==> config.mk <==
export PLATFORM = sky130hd
export DESIGN_NAME = io_input_ctrl
export DESIGN_NICKNAME = d
export VERILOG_FILES = /design/src/rtl/io_input_ctrl_pkg.sv /design/src/rtl/io_input_ctrl_deb_sampler.sv /design/src/rtl/io_input_ctrl.sv
export SDC_FILE = /design/constraint.sdc
export NUM_CORES = 1
export LEC_CHECK = 0
export CAP_MARGIN = 20
export CORE_UTILIZATION = 45
export DETAILED_ROUTE_END_ITERATION = 6
export PLACE_DENSITY = 0.7
export SKIP_CTS_REPAIR_TIMING = 1
export SYNTH_ARGS = -nofsm -noshare
export SYNTH_HDL_FRONTEND = slang
export SYNTH_HIERARCHICAL = 1
export SYNTH_SLANG_ARGS = --single-unit
==> constraint.sdc <==
create_clock -name fpga_clk -period 1.64 [get_ports fpga_clk]
set_clock_uncertainty 0.2 [all_clocks]
set_input_delay 0.164 -clock fpga_clk [delete_from_list [all_inputs] [get_ports fpga_clk]]
set_output_delay 0.164 -clock fpga_clk [all_outputs]
set_load 0.02 [all_outputs]
==> src/rtl/io_input_ctrl_pkg.sv <==
// Shared IO register offsets. The SoC address decoder uses the same constants,
// so the peripheral and the decoder always agree on the map.
package io_input_ctrl_pkg;

  localparam logic [3:0] IO_OFS_SW     = 4'h0;
  localparam logic [3:0] IO_OFS_BTN    = 4'h4;
  localparam logic [3:0] IO_OFS_PRESS  = 4'h8;
  localparam logic [3:0] IO_OFS_STATUS = 4'hC;

  localparam logic [3:0] IO_OFS_MASK   = 4'hC;

endpackage

==> src/rtl/io_input_ctrl_deb_sampler.sv <==
// Synchroniser, prescaler and sample/stable debouncer for a vector of raw levels.
// A bit of stable follows the input only after two consecutive ticks see the same value.
module deb_sampler #(
  parameter int WIDTH      = 1,
  parameter int DEB_CYCLES = 20000
) (
  input  logic             clk_i,
  input  logic             rst_ni,
  input  logic [WIDTH-1:0] raw_i,
  output logic [WIDTH-1:0] stable_o
);

  localparam int              CNT_W    = $clog2(DEB_CYCLES);
  localparam logic [CNT_W-1:0] CNT_LAST = CNT_W'(DEB_CYCLES - 1);

  logic [WIDTH-1:0] sync1_q, sync2_q;
  logic [WIDTH-1:0] samp_q, samp_d;
  logic [WIDTH-1:0] stable_q, stable_d;
  logic [CNT_W-1:0] cnt_q, cnt_d;
  logic             tick;
  logic [WIDTH-1:0] agree;

  always_comb begin
    tick     = (cnt_q == CNT_LAST);
    cnt_d    = tick ? '0 : cnt_q + CNT_W'(1);
    agree    = ~(sync2_q ^ samp_q);
    samp_d   = samp_q;
    stable_d = stable_q;
    if (tick) begin
      samp_d   = sync2_q;
      stable_d = (stable_q & ~agree) | (sync2_q & agree);
    end
  end

  always_ff @(posedge clk_i or negedge rst_ni) begin
    if (!rst_ni) begin
      sync1_q  <= '0;
      sync2_q  <= '0;
      samp_q   <= '0;
      stable_q <= '0;
      cnt_q    <= '0;
    end else begin
      sync1_q  <= raw_i;
      sync2_q  <= sync1_q;
      samp_q   <= samp_d;
      stable_q <= stable_d;
      cnt_q    <= cnt_d;
    end
  end

  assign stable_o = stable_q;

endmodule

==> src/rtl/io_input_ctrl.sv <==
// Debounced switch/button input block with a small register interface,
// press-event flags and a level interrupt.
module io_input_ctrl
  import io_input_ctrl_pkg::*;
#(
  parameter int SW_W       = 24,
  parameter int BTN_W      = 5,
  parameter int DEB_CYCLES = 20000
) (
  input  logic             fpga_clk,
  input  logic             fpga_rst_n,
  input  logic [SW_W-1:0]  sw,
  input  logic [BTN_W-1:0] button,
  input  logic             bus_rd,
  input  logic             bus_wr,
  input  logic [3:0]       bus_addr,
  input  logic [31:0]      bus_wdata,
  output logic [31:0]      bus_rdata,
  output logic             bus_ack,
  output logic             irq
);

  logic [SW_W-1:0]  sw_stable, sw_prev_q;
  logic [BTN_W-1:0] btn_stable, btn_prev_q;
  logic [BTN_W-1:0] press_flag_q, press_flag_d, press_clr;
  logic             sw_changed_q, sw_changed_d, chg_clr;
  logic [31:0]      rdata_q, rdata_d, rd_val;
  logic             ack_q, ack_d;
  logic             rd_hit, wr_hit;
  logic [3:0]       ofs;
  logic             unused_ok;

  deb_sampler #(.WIDTH(SW_W), .DEB_CYCLES(DEB_CYCLES)) u_deb_sw (
    .clk_i   (fpga_clk),
    .rst_ni  (fpga_rst_n),
    .raw_i   (sw),
    .stable_o(sw_stable)
  );

  deb_sampler #(.WIDTH(BTN_W), .DEB_CYCLES(DEB_CYCLES)) u_deb_btn (
    .clk_i   (fpga_clk),
    .rst_ni  (fpga_rst_n),
    .raw_i   (button),
    .stable_o(btn_stable)
  );

  always_comb begin
    rd_hit = bus_rd;
    wr_hit = bus_wr & ~bus_rd;
    ofs    = bus_addr & IO_OFS_MASK;

    rd_val = '0;
    case (ofs)
      IO_OFS_SW:     rd_val = 32'(sw_stable);
      IO_OFS_BTN:    rd_val = 32'(btn_stable);
      IO_OFS_PRESS:  rd_val = 32'(press_flag_q);
      IO_OFS_STATUS: rd_val = {31'b0, sw_changed_q};
      default:       rd_val = '0;
    endcase

    // Read-to-clear only drops the bits that the read actually returned.
    press_clr = '0;
    chg_clr   = 1'b0;
    if (rd_hit) begin
      if (ofs == IO_OFS_PRESS)  press_clr = press_flag_q;
      if (ofs == IO_OFS_STATUS) chg_clr   = sw_changed_q;
    end else if (wr_hit && ofs == IO_OFS_PRESS) begin
      press_clr = bus_wdata[BTN_W-1:0];
    end

    press_flag_d = (press_flag_q & ~press_clr) | (btn_stable & ~btn_prev_q);
    sw_changed_d = (sw_changed_q & ~chg_clr) | (sw_stable != sw_prev_q);

    ack_d   = rd_hit | wr_hit;
    rdata_d = rd_hit ? rd_val : rdata_q;
  end

  always_ff @(posedge fpga_clk or negedge fpga_rst_n) begin
    if (!fpga_rst_n) begin
      sw_prev_q    <= '0;
      btn_prev_q   <= '0;
      press_flag_q <= '0;
      sw_changed_q <= 1'b0;
      rdata_q      <= '0;
      ack_q        <= 1'b0;
    end else begin
      sw_prev_q    <= sw_stable;
      btn_prev_q   <= btn_stable;
      press_flag_q <= press_flag_d;
      sw_changed_q <= sw_changed_d;
      rdata_q      <= rdata_d;
      ack_q        <= ack_d;
    end
  end

  assign bus_rdata = rdata_q;
  assign bus_ack   = ack_q;
  assign irq       = |press_flag_q;

  assign unused_ok = ^{bus_wdata[31:BTN_W], bus_addr[1:0]};

endmodule

**Pin map**

Pins as bars across the die edge, other pins in gray.
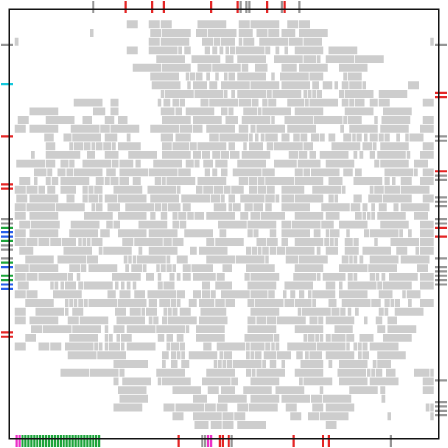
[magenta] bus_addr | pins: 4 | direction: input | edge: bottom
[red] sw | pins: 24 | direction: input | edge: 7 bottom, 7 top, 5 right, 5 left
[cyan] fpga_clk | pins: 1 | direction: input | edge: left
[green] bus_wdata | pins: 32 | direction: input | edge: 27 bottom, 5 left
[blue] button | pins: 5 | direction: input | edge: left

**Metal layers overlaid**

Bar = 50 um.
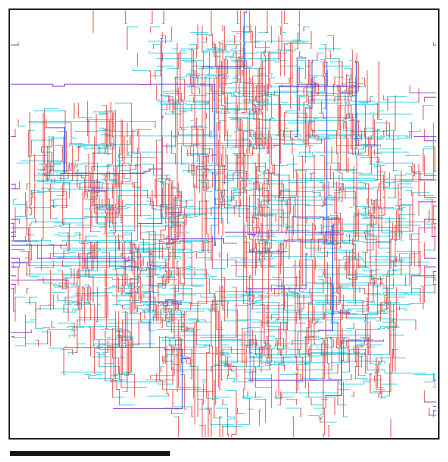
[purple] M3 | wire length: 654 um
[cyan] M1 | wire length: 7510 um
[red] M2 | wire length: 8610 um
[blue] M4 | wire length: 431 um

==> ci_impl_report.md <==
### Flow metrics

| Metric | Value |
|---|---|
| Status | complete, but fails checks |
| Violated checks | negative setup slack |
| Synth top cell by count | dfrtp_1 |
| DR WL/cell | 16.01 um |
| Most common reg cell | dfrtp_1 |
| CP peak stage delay | 0.41 ns |
| Register-to-register setup slack | -0.15 ns |
| CTS root buf | clkbuf_16 |
| Pleak | 5.504 nW |
| Fp util | 46.54% |
| # clk buffers | 31 |
| Core area | 0.01676 mm2 |
| Clock group | 4.98 mW |
| Die ar. | 0.01786 mm2 |
| Metal-1 WL | 7.513 mm |
| Largest net degree at the start of global routing | 64 |
| Max Slew Vio Count | 0 |
| Post-Place Setup Slack | -0.2036 ns |
| Synth cell count leaders | dfrtp_1, nand2_1, o21ai_0 |
| Mapped Area | 0.007800 mm2 |
| Combinational share of cell area | 24.62% |
| Post-synth EDFFs | 0 |
| Post-synthesis average cell area | 11.75 um2 |
| Clk_lat worst skew | 0.50 ns |
| Yosys top cell by area | dfrtp_1 |
| Setup tns final | -5.232 ns |
| Fa+ha+maj area frac | 0.3208% |
| Req. time, crit path | 1.28 ns |
| DP Wirelength | 10.48 mm |
| TritonCTS clock tree | yes |
| Top cell excl fill/tap | dfrtp_1 |
| Hold path cells | 0 |
| Worst reg-to-reg path cell count | 6 |
| Net Sw Power | 2.179 mW |
| Crit path max-delay cell type | dfrtp_1 |
| Max Cap Viol | 0 |
| CP Launch Type | flip-flop |
| Final worst slack | -0.1572 ns |
| Mux area share | 1.123% |
| Number of synthesis warnings | 6 |
| Flops | 206 |
| Via count | 5445 |
| Met2 usage | 30.79% |
| Synth top area share | 66.09% |
| YS chip area | 0.007800 mm2 |
| WHS | 0.1474 ns |
| WP depth | 3 |
| Post-route cell area | 0.01077 mm2 |
| Initial antenna violation count | 0 |
| Die H | 133.7 um |
| Grt peak-use layer | met2 |
| Seq/total area | 47.85% |
| Pre-Repair DR Iteration Count | 5 |
| Clock network share of area | 6.875% |
| Diode count | 0 |
| Invs w/o clock | 24 |
| Final Util | 64.29% |
| VDD IR max | 0.0007416 V |
| Crit path cell chain | nor3_2 > nand2_1 > dlymetal6s2s_1 |
| Tap cells | 220 |
| Register share after synthesis | 66.09% |
| Delay-heaviest family, CP | flip-flops |
| Arrival time at the worst endpoint | 1.43 ns |
| Seq pwr | 5.22 mW |
| Distinct lib cells used | 41 |
| Sw frac | 20.59% |
| Fill cells | 1250 |
| Yosys aoi share | 8.004% |
| Reg power frac | 49.3% |
| Crit-path max FO | 2 |
| RePlAce Congestion | 0.7856 |
| First-pass GRT wire length | 25.95 mm |
| Finished Layout Cells | 1075 |
| Hold_sp | u_deb_sw/sync1_q[11] |
| CP startpoint | press_flag_q[3] |
| Met1 Use GR | 24.25% |
| Crit. End Element | output pin |
| Synthesized registers | 206 |
| Synth Area in Simple Gates | 14.93% |
| P_int | 8.405 mW |
| Placed cell count | 988 |
| Post-placement cell area | 0.009107 mm2 |
| Reg-to-reg startpoint | u_deb_sw/cnt_q[5] |
| Comb pwr share | 3.6% |
| Largest family of logic cells by area | simple AND/OR/NAND/NOR gates |
| Top cells excl fill/tap | dfrtp_1, nand2_1, buf_4 |
| Clock power frac | 47.1% |
| Chip width | 133.7 um |
| Final hold vios | 0 |
| Max frequency | 0.5564 GHz |
| Crit path capture | irq |
| Cells after Synth | 664 |
| Tool Warnings | 57 |
| Crit path time final | 1.797 ns |
| Critical path type | flip-flop to output pin |
| Async S/R FF share, synth | 100.0% |
| Vias/cell | 5.065 |
| Fraction of layout cells with a size suffix above 1 | 25.50% |
| Power in combinational cells | 0.382 mW |
| Crit path buffers/inverters | 1 |
| Total wire length | 17.21 mm |
| IO Pins | 103 |
| Vias in the first global route | 5370 |
| RSZ-0062 raised after global routing | true |
| Top routing layer used | met4 |
| Routed length on met3 | 654 um |
| ANT nets after route | 0 |
| Count of multi-input gates | 411 |
| Num CTS Buffers | 22 |
| Total Nets Final | 910 |
| GRT Overall Usage | 18.15% |
| Ys cells | 664 |
| Area Overhead vs Synth | 38.13% |
| Hold Path End | u_deb_sw/sync2_q[11] |
| Met2 Wirelength | 8.611 mm |
| 1st-iter DRT viols | 248 |
| GR Overflow Total | 0 |
| Grt met3 use | 2.892% |
| CTS clk-pin slew, worst paths | 0.07 ns |
| Synth Area in XOR/XNOR | 5.165% |
| Worst min-delay path class | flip-flop to flip-flop |
| Pwr Total | 10.58 mW |
| CTS Buffer Depth | 3 |
| Crit Reg-Reg Endpoint | u_deb_sw/samp_q[4] |
| Non-clk buf share | 17.27% |
| Biggest area cells | dfrtp_1, nand2_1, o21ai_0 |
| P per Cell Area | 982.4 mW/mm2 |
| Top pwr grp | sequential cells |
| Clk sinks | 206 |
| Final setup violation count | 58 |
| Flop area | 0.005155 mm2 |
| Cycle use final | 109.6% |
| Largest class | registers |
| Non-clock buffers | 174 |
**Met4 routing**

Cells faint in the background.
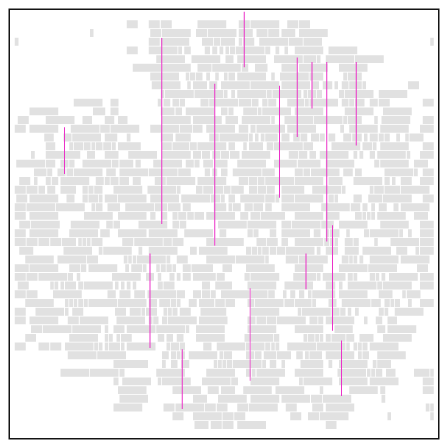
share of all routed wire: 2.5%
main direction: vertical
wire length on this layer: 431 um
nets with wire on the layer: 8
longest straight run: 57.8 um

**Routed clock nets over the placement**

Bar = 50 um.
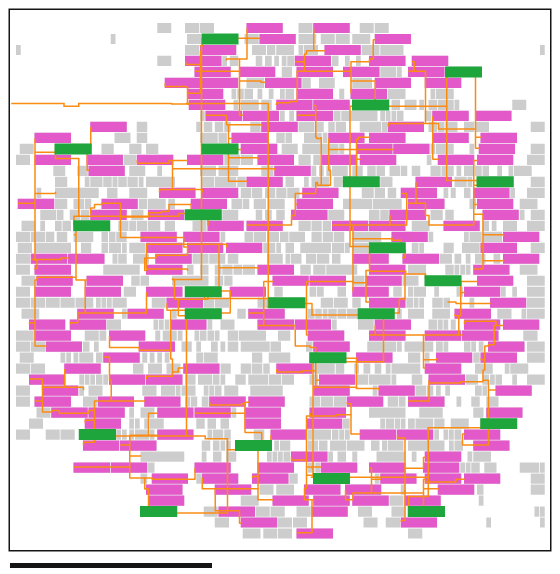
[green] clock-net drivers | count: 22
[orange] clock wires | length: 2350 um
[magenta] flip-flops | count: 206
routed clock nets: 23

Power figures rest on the tool's default switching activity, not on a simulated workload.
